--- src/rtl/secded_check_pipe.sv ---
// Two-stage Hsiao SECDED check/correct pipeline with valid/ready flow control,
// saturating error counters and first-error capture.
module secded_check_pipe #(
    parameter int DW   = 32,
    parameter int CW   = 7,
    parameter int TW   = 32,
    parameter int CNTW = 16
) (
    input  logic            s_clk_i,
    input  logic            s_rst_i,
    input  logic            s_valid_i,
    output logic            s_ready_o,
    input  logic [DW-1:0]   s_data_i,
    input  logic [CW-1:0]   s_chk_i,
    input  logic [TW-1:0]   s_tag_i,
    output logic            s_valid_o,
    input  logic            s_ready_i,
    output logic [DW-1:0]   s_data_o,
    output logic [CW-1:0]   s_chk_o,
    output logic [TW-1:0]   s_tag_o,
    output logic            s_ce_o,
    output logic            s_ue_o,
    input  logic            s_cnt_clr_i,
    output logic [CNTW-1:0] s_ce_cnt_o,
    output logic [CNTW-1:0] s_ue_cnt_o,
    output logic            s_cap_vld_o,
    output logic [TW-1:0]   s_cap_tag_o,
    output logic [CW-1:0]   s_cap_syn_o
);

    generate
        if (!((DW == 32 && CW == 7) || (DW == 64 && CW == 8))) begin : g_bad_cfg
            $error("secded_check_pipe: DW/CW must be 32/7 or 64/8");
        end
    endgenerate

    // Data columns: weight-3 codes ascending, then weight-5 codes once weight-3 runs out.
    function automatic logic [DW*CW-1:0] gen_h();
        logic [DW*CW-1:0] h;
        int n;
        h = '0;
        n = 0;
        for (int w = 3; w <= 5; w += 2) begin
            for (int v = 0; v < (1 << CW); v++) begin
                if ($countones(v) == w && n < DW) begin
                    h[n*CW +: CW] = CW'(v);
                    n++;
                end
            end
        end
        return h;
    endfunction

    localparam logic [DW*CW-1:0] H = gen_h();

    function automatic logic [CW-1:0] encode(input logic [DW-1:0] d);
        logic [CW-1:0] c;
        c = '0;
        for (int j = 0; j < DW; j++) begin
            if (d[j]) c ^= H[j*CW +: CW];
        end
        return c;
    endfunction

    logic            s1_vld_q;
    logic [DW-1:0]   s1_data_q;
    logic [CW-1:0]   s1_chk_q;
    logic [TW-1:0]   s1_tag_q;
    logic [CW-1:0]   s1_syn_q;
    logic [CW-1:0]   s1_syn_d;

    logic            s2_vld_q;
    logic [DW-1:0]   s2_data_q;
    logic [CW-1:0]   s2_chk_q;
    logic [TW-1:0]   s2_tag_q;
    logic [CW-1:0]   s2_syn_q;
    logic            s2_ce_q;
    logic            s2_ue_q;
    logic [DW-1:0]   s2_data_d;
    logic [CW-1:0]   s2_chk_d;
    logic            s2_ce_d;
    logic            s2_ue_d;
    logic [DW-1:0]   flip;
    logic            syn_onehot;

    logic            s1_en;
    logic            s2_en;
    logic            out_hs;

    logic [CNTW-1:0] ce_cnt_q;
    logic [CNTW-1:0] ue_cnt_q;
    logic            cap_vld_q;
    logic [TW-1:0]   cap_tag_q;
    logic [CW-1:0]   cap_syn_q;

    // Each stage loads when empty or when its occupant leaves this cycle.
    assign s2_en     = ~s2_vld_q | s_ready_i;
    assign s1_en     = ~s1_vld_q | s2_en;
    assign s_ready_o = s1_en;
    assign out_hs    = s2_vld_q & s_ready_i;

    assign s1_syn_d  = encode(s_data_i) ^ s_chk_i;

    always_comb begin
        flip = '0;
        for (int j = 0; j < DW; j++) begin
            if (s1_syn_q == H[j*CW +: CW]) flip[j] = 1'b1;
        end
        syn_onehot = (s1_syn_q != '0) && ((s1_syn_q & (s1_syn_q - CW'(1))) == '0);
        s2_data_d  = s1_data_q ^ flip;
        s2_ce_d    = (|flip) | syn_onehot;
        s2_ue_d    = (s1_syn_q != '0) & ~s2_ce_d;
        s2_chk_d   = encode(s2_data_d);
    end

    always_ff @(posedge s_clk_i) begin
        if (s_rst_i) begin
            s1_vld_q  <= 1'b0;
            s1_data_q <= '0;
            s1_chk_q  <= '0;
            s1_tag_q  <= '0;
            s1_syn_q  <= '0;
            s2_vld_q  <= 1'b0;
            s2_data_q <= '0;
            s2_chk_q  <= '0;
            s2_tag_q  <= '0;
            s2_syn_q  <= '0;
            s2_ce_q   <= 1'b0;
            s2_ue_q   <= 1'b0;
        end else begin
            if (s1_en) begin
                s1_vld_q  <= s_valid_i;
                s1_data_q <= s_data_i;
                s1_chk_q  <= s_chk_i;
                s1_tag_q  <= s_tag_i;
                s1_syn_q  <= s1_syn_d;
            end
            if (s2_en) begin
                s2_vld_q  <= s1_vld_q;
                s2_data_q <= s2_data_d;
                s2_chk_q  <= s2_chk_d;
                s2_tag_q  <= s1_tag_q;
                s2_syn_q  <= s1_syn_q;
                s2_ce_q   <= s2_ce_d;
                s2_ue_q   <= s2_ue_d;
            end
        end
    end

    // Clear takes priority; an error retiring in the same cycle is dropped.
    always_ff @(posedge s_clk_i) begin
        if (s_rst_i) begin
            ce_cnt_q  <= '0;
            ue_cnt_q  <= '0;
            cap_vld_q <= 1'b0;
            cap_tag_q <= '0;
            cap_syn_q <= '0;
        end else if (s_cnt_clr_i) begin
            ce_cnt_q  <= '0;
            ue_cnt_q  <= '0;
            cap_vld_q <= 1'b0;
        end else begin
            if (out_hs && s2_ce_q && !(&ce_cnt_q)) ce_cnt_q <= ce_cnt_q + CNTW'(1);
            if (out_hs && s2_ue_q && !(&ue_cnt_q)) ue_cnt_q <= ue_cnt_q + CNTW'(1);
            if (out_hs && (s2_ce_q || s2_ue_q) && !cap_vld_q) begin
                cap_vld_q <= 1'b1;
                cap_tag_q <= s2_tag_q;
                cap_syn_q <= s2_syn_q;
            end
        end
    end

    assign s_valid_o   = s2_vld_q;
    assign s_data_o    = s2_data_q;
    assign s_chk_o     = s2_chk_q;
    assign s_tag_o     = s2_tag_q;
    assign s_ce_o      = s2_vld_q & s2_ce_q;
    assign s_ue_o      = s2_vld_q & s2_ue_q;
    assign s_ce_cnt_o  = ce_cnt_q;
    assign s_ue_cnt_o  = ue_cnt_q;
    assign s_cap_vld_o = cap_vld_q;
    assign s_cap_tag_o = cap_tag_q;
    assign s_cap_syn_o = cap_syn_q;

endmodule
--- config.mk ---
export PLATFORM = sky130hd
export DESIGN_NAME = secded_check_pipe
export DESIGN_NICKNAME = d
export VERILOG_FILES = /design/src/rtl/secded_check_pipe.sv
export SDC_FILE = /design/constraint.sdc
export NUM_CORES = 1
export LEC_CHECK = 0
export CAP_MARGIN = 20
export CORE_ASPECT_RATIO = 0.5
export CORE_MARGIN = 8
export CORE_UTILIZATION = 27
export CTS_BUF_LIST = sky130_fd_sc_hd__clkbuf_8
export CTS_CLUSTER_SIZE = 28
export DETAILED_ROUTE_END_ITERATION = 16
export DONT_BUFFER_PORTS = 1
export SYNTH_ARGS = -nofsm -noshare
export SYNTH_HDL_FRONTEND = slang
export SYNTH_SLANG_ARGS = --single-unit
--- constraint.sdc ---
create_clock -name s_clk_i -period 2.21 [get_ports s_clk_i]
set_input_delay 0.442 -clock s_clk_i [delete_from_list [all_inputs] [get_ports s_clk_i]]
set_output_delay 0.442 -clock s_clk_i [all_outputs]
set_load 0.02 [all_outputs]
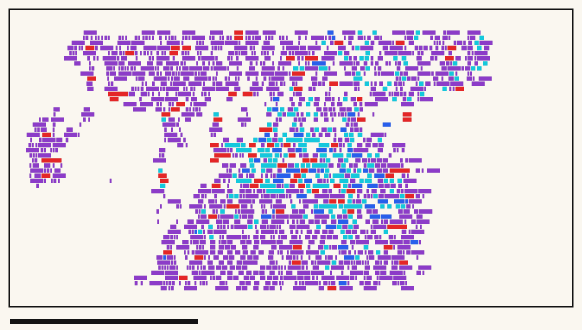
(run_1/sizing.png)
The bar under the picture is 100 um long.
purple -> x1 and smaller  # cells 1306
blue -> x2  # cells 48
red -> x6 and larger  # cells 76
cyan -> x3 and x4  # cells 181
Area growth syn-to-layout: 39.2%
Final Cell Area: 0.0151 mm^2
final setup margin: 0.00290 ns

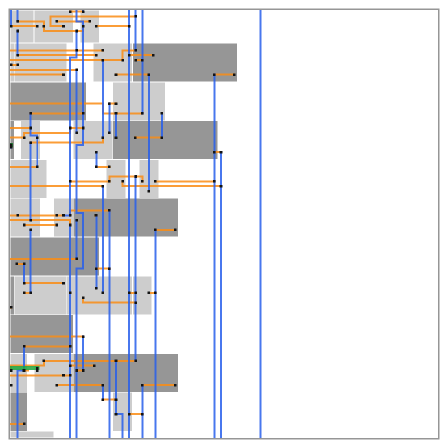
(run_1/closeup.png)
Window x 209 to 239, y 24 to 54 um. Cells in grey, sequential cells in the stronger grey; small squares are vias.
blue -> M2
green -> M3
orange -> M1
cells with their middle in the window = 25
sequential cells in the window = 7
netlist names of flops here include = `s_data_o` (7)
most frequent = nor2_1 (8), dfxtp_1 (7), a211oi_1 (5)

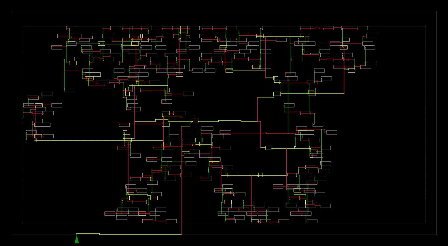
(run_1/clock_nets.png)
clk_lat worst skew: 0.57 ns
clock-net power: 4.30 mW

==> qor.yml, run 1 <==
status: "finished with violations"
violations: "negative hold slack"
slew_violations: 0
layout_min_cycle_time_ns: 2.21
finalNetCount: 1660
synth_area_mm2: 0.0108
wl_um: 37400
cpPeakStageDelay_ns: 0.55
min-delay-start: "s_rst_i"
hold_viol: 3
ys_types: 56
clock_path_buffers: 3
top_cells_by_area: "dfxtp_1 42%, nand2_1 12%, xnor2_1 11%"
place_area_mm2: 0.0124
synth-edff-count: 0
yosys-top-cells-count: "340 x nand2_1, 225 x dfxtp_1, 166 x a21oi_1, 140 x xnor2_1, 77 x nor2_1"
rsz0062_at_grt: "true"
hp-class: "primary input to flop"
yosys-stat-cells: 1344
port_buffers: 0
ys_warn_count: 0
ys_seq_elements: 225
initCoreUtil_pct: 27.6
rows: 51
ios: 223
power.leakage_nw: 5.95
ys_seq_share_pct: 41.6
hold_depth: 1
skew_ns: 0.0263
nFillCells: 3948
hpwlAfterDp_um: 25900
fmax_mhz: 453
fin_hold_ws_ns: -0.00909
worst_setup_path_start_kind: "flop"
place_ws_ns: -0.235
syn_inst: 1344
fin_crit_sh_pct: 99.9
yosys.cell_count.top_type: "nand2_1"
grt_max_degree: 189
worstPathCellList: "buf_6, buf_6, or4b_4, a21oi_2, xnor2_2, xnor2_1, xnor2_1, xnor2_1, a211oi_2"
drt_pass1_iterations: 7
avgSynthCellArea_um2: 8.06
timing.rr.end: "s_chk_o[1]"
tightest_slew_ns: 0.643
worstPathArrival_ns: 2.61
cts_hold_buf: 122
-- run 1: state kept, by name, indices dropped and copies added (netlist names) --
signal	count
s1_data_q	32
s1_syn_q	7
s1_tag_q	32
s1_vld_q	1
s2_ce_q	1
s2_syn_q	7
s2_ue_q	1
s_cap_syn_o	7
s_cap_tag_o	32
s_cap_vld_o	1
s_ce_cnt_o	16
s_chk_o	7
s_data_o	32
s_tag_o	32
s_ue_cnt_o	16
s_valid_o	1
-- run 1: worst max-delay path, delay by kind of cell, from the launching register on --
kind,cells,cell delay [ns]
AOI/OAI and AO/OA,2,0.26
xor gates and xnor gates,4,0.64
buffers and inverters,2,0.26
DFF,1,0.34
and+or+nand+nor,1,0.55
-- run 1: final cells by class --
cell class | instances | area, um^2 | share of cell area (%)
clock inverter | 21 | 215 | 1.43
multi-input combinational | 1020 | 6360 | 42.2
sequential | 225 | 4530 | 30.0
clock buffer | 48 | 661 | 4.38
timing repair buffer | 290 | 2620 | 17.4
inverter | 7 | 28.8 | 0.191
tap | 530 | 663 | 4.40
-- run 1: routing by layer --
metal	GRT usage, %	up-vias	wire [um]
li1	-	4967	-
met1	18.1	4771	15800
met2	26.7	239	19000
met3	2.40	64	1670
met4	4.25	0	911
met5	0	-	0
-- run 1: power breakdown --
| group | switching [mW] | total [mW] | internal, mW | leakage, nW |
|---|---|---|---|---|
| logic | 2.31 | 4.87 | 2.56 | 3.63 |
| clock network | 1.85 | 4.30 | 2.45 | 0.468 |
| registers | 0.488 | 4.87 | 4.38 | 1.85 |
-- run 1: per-stage QoR --
step,hold WS (ns),power [mW],TNS (ns)
6_report,-0.00909,14.0,0
5_1_grt,-0.0602,14.7,-0.318
2_1_floorplan,0.432,7.30,0
3_5_place_dp,0.438,8.88,-0.819
3_3_place_gp,0.436,8.89,-0.737
4_1_cts,-0.0625,13.7,-0.0339
-- run 1: repair_timing --
action                                 4_1_cts  5_1_grt
setup buffers                                9        6
gates resized                               44       57
cloned                                       0        1
pin swaps                                   14       25
setup endpoints to repair                   12       60
endpoints found under the hold margin      184       43
-- run 1: how the worst max path moves through the flow --
stage                           start         end  slack [ns]  cells after the start
final                     s1_syn_q[0]  s_chk_o[1]       0.003                      9
after CTS                 s1_syn_q[5]  s_chk_o[3]       -0.03                      8
after global routing      s1_syn_q[4]  s_chk_o[0]       -0.10                     10
after detailed placement  s1_syn_q[3]  s_chk_o[1]       -0.23                      9
after floorplan           s1_syn_q[1]  s_chk_o[1]        0.06                      9
after global placement    s1_syn_q[3]  s_chk_o[1]       -0.24                      9
-- run 1: cell usage in the layout, fill, tap and decap left out, drive strengths merged, types with 15 or more instances in the layout --
cell / instances
a21oi: 166
xnor2: 140
inv: 15
a211oi: 39
nand2: 340
o21ai: 22
xor2: 69
clkbuf: 49
nor2: 78
buf: 170
dlygate4sd3: 119
dfxtp: 225
nand3: 26
-- run 1: cells by family after synthesis --
logic type	synth area share (%)
AND/OR/NAND/NOR	21.8
AND-OR/OR-AND	13.7
flip-flops	41.6
XOR/XNOR	18.8
buffers and inverters	3.67
multiplexers	0.185
adder cells (fa/ha/maj)	0.231
==> run_1/m2.png <==
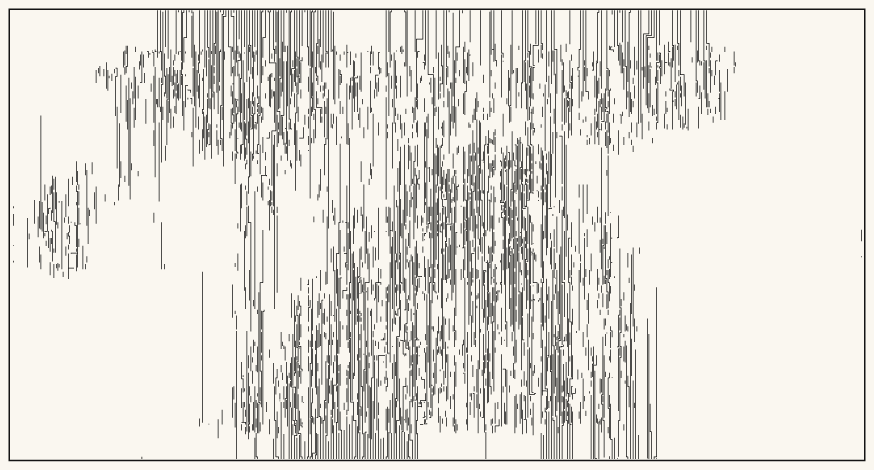

==> inputs of run 2 (changes only) <==
- SKIP_LAST_GASP: unset -> 1
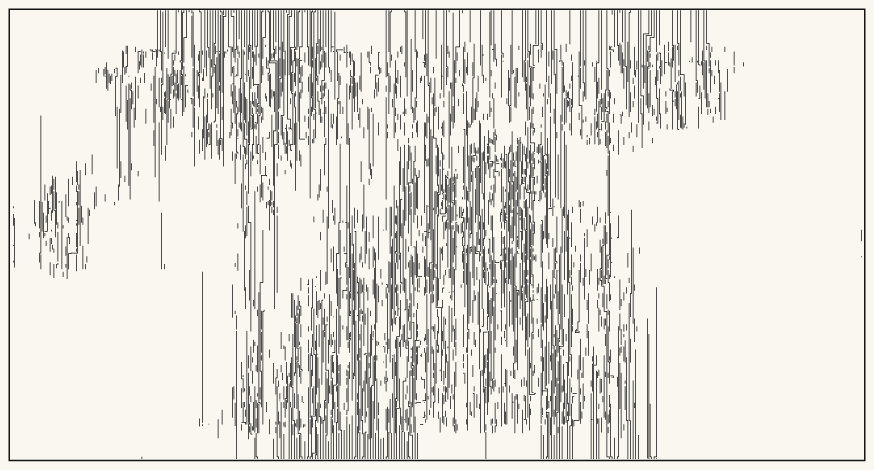
(run_2/m2.png)
share of all routed wire = 51%
main direction = vertical
wire length on this layer = 19200 um
longest straight run = 59.3 um
nets with wire on the layer = 1351
via count: 10100
global-route met2 utilization: 26.7%

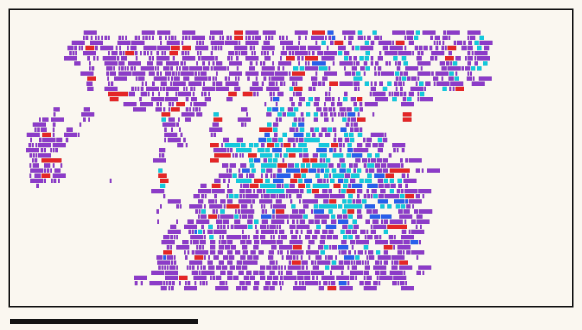
(run_2/sizing.png)
The bar under the picture is 100 um long.
cyan -> x3 and x4  # cells 182
blue -> x2  # cells 46
purple -> x1 and smaller  # cells 1310
red -> x6 and larger  # cells 75
Final Cell Area: 0.0151 mm^2
Area growth syn-to-layout: 39.2%

==> run 2 against run 1 <==
  * Sequential share of layout area is essentially flat
  * Largest cell class unchanged
  * Critical path depth grew 1
  * Clock power is essentially flat
  * Die size is the same
  * Global-route usage is essentially flat
  * The flow finishes with violations (negative setup slack)
  * Area after synthesis is the same
  * First-iteration DRC count grew 7.5%
  * Combinational power is essentially flat
==> qor.yml, run 2 <==
layout_min_cycle_time_ns: 2.25
fmax_mhz: 445
fin_ws_ns: -0.0358
final_layout_top_logic_cells: "339 x nand2_1, 217 x dfxtp_1, 164 x a21oi_1"
nFillCells: 3946
ys_seq_share_pct: 41.6
avgSynthCellArea_um2: 8.06
yosys.area_share.simple_pct: 21.8
syn_inst: 1344
setup_violations: 2
final.setup.tns_ns: -0.0526
top_logic_kind: "simple AND/OR/NAND/NOR gates"
violations: "negative setup slack"
power.leakage_nw: 5.96
clkLatencyLatePin_ns: 0.57
rows: 51
slew_violations: 0
synth.cellmix.compoundShare_pct: 13.7
ff_latch_area_mm2: 0.00453
ys_seq_elements: 225
xor_area_share_pct: 18.8
fin_crit_sh_pct: 102
ios: 223
synth_area_mm2: 0.0108
fa_ha_area_share_pct: 0.231
logic_area_mm2: 0.00634
worstPathCellList: "buf_6, nor2b_1, buf_4, buf_4, nand3_2, xor2_2, xnor3_1, xor3_1, nand2_1, a21oi_1"
mux_area_share_pct: 0.185
hp-class: "primary input to flop"
worstPathArrival_ns: 2.69
rsz0062_at_grt: "true"
tightest_slew_ns: 0.725
worst_setup_path_start_kind: "flop"
initCoreUtil_pct: 27.6
p_total_mw: 14.0
place_ws_ns: -0.235
grt_max_degree: 189
status: "finished with violations"
-- run 2: cell counts after synthesis --
No cell type changed its count.
-- run 2: timing repair --
| action | 4_1_cts | 5_1_grt |
|---|---|---|
| endpoints found under the hold margin | 184 | 33 |
| buffers inserted | 9 | 6 |
| resized | 42 | 53 |
| pin swaps | 14 | 21 |
| endpoints found under the setup margin | 12 | 60 |
| cloned | 0 | 1 |
| hold buffers | 122 | 2 |
-- run 2: through the flow --
stage,util [%],hold WS [ns],area [um^2]
floorplan,-,0.432,10800
global placement,31.5,0.436,12400
detailed placement,31.5,0.438,12400
CTS,37.5,-0.0625,14700
global route,38.4,0.00822,15100
finish,38.4,0.0609,15100
-- run 2: per-layer routing --
layer,track usage (%),share of wire (%),vias to the layer above
li1,-,-,4968
met1,18.1,42,4798
met2,26.7,51,250
met3,2.40,4.7,64
met4,4.36,2.5,0
met5,0,0,-
-- run 2: cells by family after synthesis --
logic type,after synthesis
mux,2
flops,225
simple gates,539
buf+inv,99
xor+xnor,218
fa+ha+maj,2
compound gates,259
-- run 2: worst max-delay path, delay by kind of cell, from the launching register on --
family / cells / cell delay [ns]
buffers and inverters: 3 / 0.44
AND/OR/NAND/NOR: 3 / 0.30
XOR/XNOR: 3 / 0.96
AND-OR/OR-AND: 1 / 0.06
flip-flops: 1 / 0.37
-- run 2: report_power, final --
part	internal, mW	leakage, nW	switching [mW]
combinational	2.53	3.64	2.31
clock	2.45	0.468	1.85
sequential	4.38	1.85	0.487
-- run 2: area by class of cell --
type	instances	area share, %
clock inverters	21	1.43
well taps	530	4.40
multi-input cells	1020	42.0
flip-flops and latches	225	30.0
repair buffers	292	17.5
inverters	7	0.191
clock buffers	48	4.38
-- run 2: worst paths after layout --
| kind | from | to | cells after the start | slack, ns |
|---|---|---|---|---|
| setup reg to reg | s1_syn_q[2] | s_chk_o[3] | 10 | -0.04 |
| setup / recovery | s1_syn_q[2] | s_chk_o[3] | 10 | -0.04 |
| hold reg to reg | s2_syn_q[4] | s_cap_syn_o[4] | 2 | 0.45 |
| hold / removal | s_tag_i[24] | s1_tag_q[24] | 2 | 0.06 |
No activity file was given, so power comes from the tool's default toggle rates.
